**Placement density heat map**

(3 px per micron) The die is cut into 11 by 8 equal tiles; dark blue is low, red is high, 0 to 100% covered.
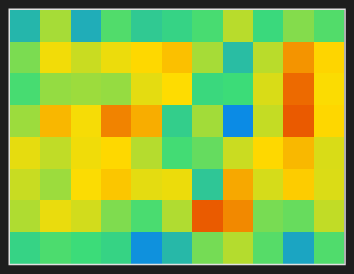
**Drive-strength map**

(3 px per micron)
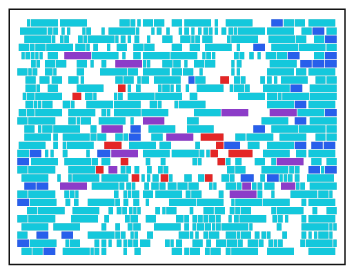
**Placed standard cells**

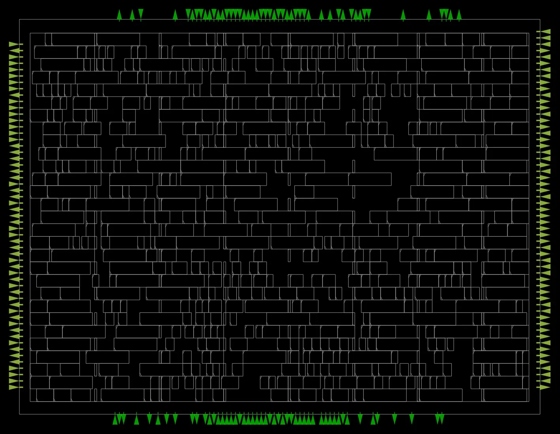
**M1 wires**

(4 px per micron) Supply wires on this layer in gray. Cells faint in the background.
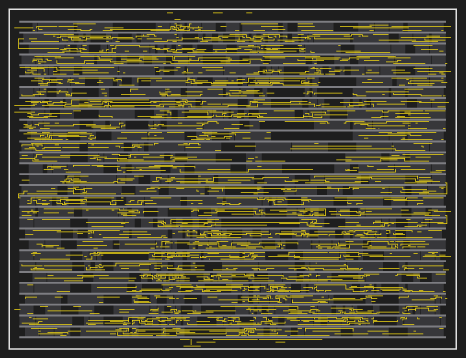
==> src/rtl/lsu_pkg.sv <==
// Shared encodings, FSM state type and defaults for the load/store unit.
// The optional bus timeout is enabled by defining LSU_TIMEOUT_EN.
package lsu_pkg;

    localparam logic [1:0] SZ_BYTE = 2'b00;
    localparam logic [1:0] SZ_HALF = 2'b01;
    localparam logic [1:0] SZ_WORD = 2'b10;
    localparam logic [1:0] SZ_ILL  = 2'b11;

    localparam int unsigned TIMEOUT_DEFAULT = 255;

    typedef enum logic [1:0] {
        ST_IDLE = 2'b00,
        ST_BUSY = 2'b01,
        ST_DONE = 2'b10
    } lsu_state_e;

    function automatic logic is_misaligned(input logic [1:0] size, input logic [1:0] offset);
        logic bad;
        case (size)
            SZ_BYTE: bad = 1'b0;
            SZ_HALF: bad = offset[0];
            SZ_WORD: bad = (offset != 2'b00);
            default: bad = 1'b1;
        endcase
        return bad;
    endfunction

endpackage

==> src/rtl/lsu_align.sv <==
// Combinational lane logic: store strobes/replication and load lane select/extension.
module lsu_align
    import lsu_pkg::*;
(
    input  logic [1:0]  st_size,
    input  logic [1:0]  st_offset,
    input  logic [31:0] st_wdata,
    input  logic [1:0]  ld_size,
    input  logic [1:0]  ld_offset,
    input  logic        ld_unsigned,
    input  logic [31:0] ld_word,
    output logic [3:0]  st_wstrb,
    output logic [31:0] st_wdata_rep,
    output logic [31:0] ld_data
);

    logic [31:0] ld_shifted;

    always_comb begin
        st_wstrb     = 4'b1111;
        st_wdata_rep = st_wdata;
        case (st_size)
            SZ_BYTE: begin
                st_wstrb     = 4'b0001 << st_offset;
                st_wdata_rep = {4{st_wdata[7:0]}};
            end
            SZ_HALF: begin
                st_wstrb     = 4'b0011 << st_offset;
                st_wdata_rep = {2{st_wdata[15:0]}};
            end
            default: ;
        endcase
    end

    // Bring the addressed lane down to bit 0, then extend.
    assign ld_shifted = ld_word >> {ld_offset, 3'b000};

    always_comb begin
        ld_data = ld_word;
        case (ld_size)
            SZ_BYTE: ld_data = ld_unsigned ? {24'h0, ld_shifted[7:0]}
                                           : {{24{ld_shifted[7]}}, ld_shifted[7:0]};
            SZ_HALF: ld_data = ld_unsigned ? {16'h0, ld_shifted[15:0]}
                                           : {{16{ld_shifted[15]}}, ld_shifted[15:0]};
            default: ;
        endcase
    end

endmodule

==> src/rtl/lsu_dmem.sv <==
// Load/store unit between the pipeline and a single-word data memory port.
// Define LSU_TIMEOUT_EN to abort accesses that wait TIMEOUT_CYCLES without mem_ack.
//
// state   | meaning
// --------+---------------------------------------------------------
// ST_IDLE | waiting for a request; illegal/misaligned ones rejected
// ST_BUSY | mem_req held with stable mem_* until mem_ack (or timeout)
// ST_DONE | one cycle; rdata_valid for loads, pipeline released
module lsu_dmem
    import lsu_pkg::*;
#(
    parameter int unsigned TIMEOUT_CYCLES = TIMEOUT_DEFAULT
) (
    input  logic        clock,
    input  logic        reset_n,
    input  logic        req_valid,
    input  logic        dmem_rw,
    input  logic [1:0]  access_size,
    input  logic        UnsignedSel,
    input  logic [31:0] addr,
    input  logic [31:0] wdata,
    output logic        stall,
    output logic [31:0] rdata,
    output logic        rdata_valid,
    output logic        misaligned,
    output logic        bus_error,
    output logic        mem_req,
    output logic        mem_we,
    output logic [31:0] mem_addr,
    output logic [3:0]  mem_wstrb,
    output logic [31:0] mem_wdata,
    input  logic        mem_ack,
    input  logic [31:0] mem_rdata
);

    lsu_state_e  state, state_nx;
    logic        req_bad, accept, ack_hit, timeout_hit;
    logic [1:0]  ld_size_q, ld_off_q;
    logic        ld_uns_q, is_load_q;
    logic [3:0]  st_wstrb;
    logic [31:0] st_wdata_rep, ld_data;

    assign req_bad = is_misaligned(access_size, addr[1:0]);
    assign accept  = (state == ST_IDLE) && req_valid && !req_bad;
    assign ack_hit = (state == ST_BUSY) && mem_ack;

    lsu_align u_align (
        .st_size     (access_size),
        .st_offset   (addr[1:0]),
        .st_wdata    (wdata),
        .ld_size     (ld_size_q),
        .ld_offset   (ld_off_q),
        .ld_unsigned (ld_uns_q),
        .ld_word     (mem_rdata),
        .st_wstrb    (st_wstrb),
        .st_wdata_rep(st_wdata_rep),
        .ld_data     (ld_data)
    );

`ifdef LSU_TIMEOUT_EN
    localparam int TO_W = $clog2(TIMEOUT_CYCLES + 1);
    logic [TO_W-1:0] to_cnt;

    always_ff @(posedge clock or negedge reset_n) begin
        if (!reset_n) begin
            to_cnt <= '0;
        end else if (accept) begin
            to_cnt <= '0;
        end else if ((state == ST_BUSY) && !mem_ack) begin
            to_cnt <= to_cnt + 1'b1;
        end
    end

    // Fires in the TIMEOUT_CYCLES-th ack-less BUSY cycle; a same-cycle ack wins.
    assign timeout_hit = (state == ST_BUSY) && !mem_ack &&
                         (to_cnt == TO_W'(TIMEOUT_CYCLES - 1));
`else
    assign timeout_hit = 1'b0;
`endif

    assign bus_error   = timeout_hit;
    assign stall       = accept || (state == ST_BUSY);
    assign rdata_valid = (state == ST_DONE) && is_load_q;

    always_comb begin
        state_nx = state;
        case (state)
            ST_IDLE: if (accept) state_nx = ST_BUSY;
            ST_BUSY: begin
                if (ack_hit)          state_nx = ST_DONE;
                else if (timeout_hit) state_nx = ST_IDLE;
            end
            ST_DONE: state_nx = ST_IDLE;
            default: state_nx = ST_IDLE;
        endcase
    end

    always_ff @(posedge clock or negedge reset_n) begin
        if (!reset_n) begin
            state      <= ST_IDLE;
            mem_req    <= 1'b0;
            mem_we     <= 1'b0;
            mem_addr   <= '0;
            mem_wstrb  <= '0;
            mem_wdata  <= '0;
            rdata      <= '0;
            misaligned <= 1'b0;
            ld_size_q  <= SZ_BYTE;
            ld_off_q   <= 2'b00;
            ld_uns_q   <= 1'b0;
            is_load_q  <= 1'b0;
        end else begin
            state      <= state_nx;
            misaligned <= (state == ST_IDLE) && req_valid && req_bad;
            if (accept) begin
                mem_req   <= 1'b1;
                mem_we    <= dmem_rw;
                mem_addr  <= {addr[31:2], 2'b00};
                mem_wstrb <= dmem_rw ? st_wstrb : 4'b0000;
                mem_wdata <= dmem_rw ? st_wdata_rep : 32'h0;
                ld_size_q <= access_size;
                ld_off_q  <= addr[1:0];
                ld_uns_q  <= UnsignedSel;
                is_load_q <= !dmem_rw;
            end else if (ack_hit || timeout_hit) begin
                mem_req <= 1'b0;
                mem_we  <= 1'b0;
            end
            if (ack_hit && is_load_q) begin
                rdata <= ld_data;
            end
        end
    end

endmodule
==> config.mk <==
export PLATFORM = sky130hd
export DESIGN_NAME = lsu_dmem
export DESIGN_NICKNAME = d
export VERILOG_FILES = /design/src/rtl/lsu_pkg.sv /design/src/rtl/lsu_align.sv /design/src/rtl/lsu_dmem.sv
export SDC_FILE = /design/constraint.sdc
export NUM_CORES = 1
export LEC_CHECK = 0
export CORE_ASPECT_RATIO = 0.75
export CORE_MARGIN = 2
export CORE_UTILIZATION = 60
export CTS_CLUSTER_DIAMETER = 30
export CTS_CLUSTER_SIZE = 16
export DETAILED_ROUTE_END_ITERATION = 12
export DONT_BUFFER_PORTS = 1
export PLACE_DENSITY_LB_ADDON = 0.08
export RECOVER_POWER = 25
export SLEW_MARGIN = 0
export SYNTH_ARGS = -nofsm -noshare
export SYNTH_HDL_FRONTEND = slang
export SYNTH_SLANG_ARGS = --single-unit
==> constraint.sdc <==
create_clock -name clock -period 2.3 [get_ports clock]
set_clock_uncertainty 0.1 [all_clocks]
set_input_delay 0.23 -clock clock [delete_from_list [all_inputs] [get_ports clock]]
set_output_delay 0.23 -clock clock [all_outputs]
set_load 0.02 [all_outputs]
==> results_dict.tcl <==
# metrics dict for downstream scripts
set metrics [dict create \
    period_needed_ns 2.05 \
    finalHoldViolCount 109 \
    timing.critical_path.max_delay_family "flip-flops" \
    use_met3_pct 11.1 \
    met1_length_microns 5720 \
    max-vdd-ir-drop_mv 0.790 \
    clock-root-buffer "sky130_fd_sc_hd__clkbuf_16" \
    post_synth_top_area_cell "sky130_fd_sc_hd__dfrtp_1" \
    aggregate_global_routing_overflow 0 \
    via_count 4010 \
    status "complete, but fails checks" \
    worstSetupStartpoint "ld_off_q[1]" \
    finalSetupViolations 0 \
    ys_warn_count 0 \
    r2r_start "ld_off_q[1]" \
    route.detailed.wl_per_inst_microns 20.4 \
    synth-seq-cells 109 \
    synthToLayoutAreaGrowth_pct 17.7 \
    synthesis.instances 515 \
    post_cts.resized_instances 0 \
    finalInstanceArea_sq_mm 0.00611 \
    netlist_top_cells_area "sky130_fd_sc_hd__dfrtp_1 (53%), sky130_fd_sc_hd__mux2i_1 (6.9%), sky130_fd_sc_hd__nand2_1 (6.9%)" \
    failing_checks "negative hold slack" \
    cts.repair_timing.setup_buffer_count 0 \
    core_util_floorplan_pct 61.7 \
    floorplan.die.width_microns 111 \
    post_route_hold_slack_ns -0.525 \
    cp_cell_sequence "mux2i_4 -> mux2i_1 -> o211ai_2 -> nand3_1" \
    critical_path_buf_inv_count 0 \
    internal_power_w 0.00398 \
    first_pass_grt_wire_length_microns 22500 \
    die_area_sq_mm 0.00942 \
    ys.flop_type "sky130_fd_sc_hd__dfrtp_1" \
    warning_count 30 \
    htree_levels 3 \
    residual_drc_count 0 \
    yosys.stat.seqShare_pct 52.6 \
    post_synth_most_frequent_cells "sky130_fd_sc_hd__dfrtp_1 (109), sky130_fd_sc_hd__nand2_1 (96), sky130_fd_sc_hd__mux2i_1 (36)" \
    lay_top_count "sky130_fd_sc_hd__dfrtp_1" \
    grt_setup_unrepaired "false" \
    synth.cellmix.adderShare_pct 0 \
    synth_compound_gate_area_share_pct 12.6 \
    syn_avg_cell_area_sq_um 10.1 \
    capturing_instance_or_port_of_the_critical_path "rdata[20]" \
    cpPeakStageDelay_ns 0.59 \
    power_density_mw_per_mm2 1090 \
    cts_tree "yes" \
    critical_path_peak_fanout 16 \
]
## Picture notes: 'placement density heat map'
The mean over all tiles is 63%. The fullest tile reaches 90%. 21% of the tiles are over 75% full.

## Picture notes: 'drive-strength map'
Red shows x3 and x4, cells 14, share 2.5%, most used buf_4. Purple shows x6 and larger, cells 14, share 2.5%, most used clkbuf_16. Blue shows x2, cells 35, share 6.2%, most used mux2_2. Cyan shows x1 and smaller, cells 499, share 89%, most used dfrtp_1.

## Picture notes: 'placed standard cells'
area inside the core boundary: 0.00842 sq mm
FFs & Latches: 109
Core Util, Final: 72.6%
flop share of the area: 44.6%

## Picture notes: 'M1 wires'
596 nets have wire on it. The layer holds 42% of the routed length. The layer carries 5720 microns of wire.

## power groups by stage
stage               clock network (W)  logic (W)  registers [W]
detailed placement                  0    0.00123        0.00388
CTS                           0.00152    0.00132        0.00385
global route                  0.00160    0.00152        0.00394
finish                        0.00147    0.00134        0.00386
global placement                    0    0.00117        0.00386
floorplan                           0    0.00110        0.00366
## layout make-up
type	count	area (sq um)
antenna	1	2.50
clock buffer	11	243
clock inverter	5	42.5
fill	623	2310
inverter	10	37.5
multi-input combinational	356	2210
sequential	109	2730
tap	108	135
timing repair buffer	71	711
## sequential cells by signal (all words and copies together), names as in the netlist
register / flops
is_load_q: 1
ld_uns_q: 1
state: 2
mem_we: 1
ld_size_q: 2
mem_wstrb: 4
rdata: 32
mem_req: 1
ld_off_q: 2
mem_wdata: 32
misaligned: 1
mem_addr: 30
Power is estimated from default activity; no workload was simulated.
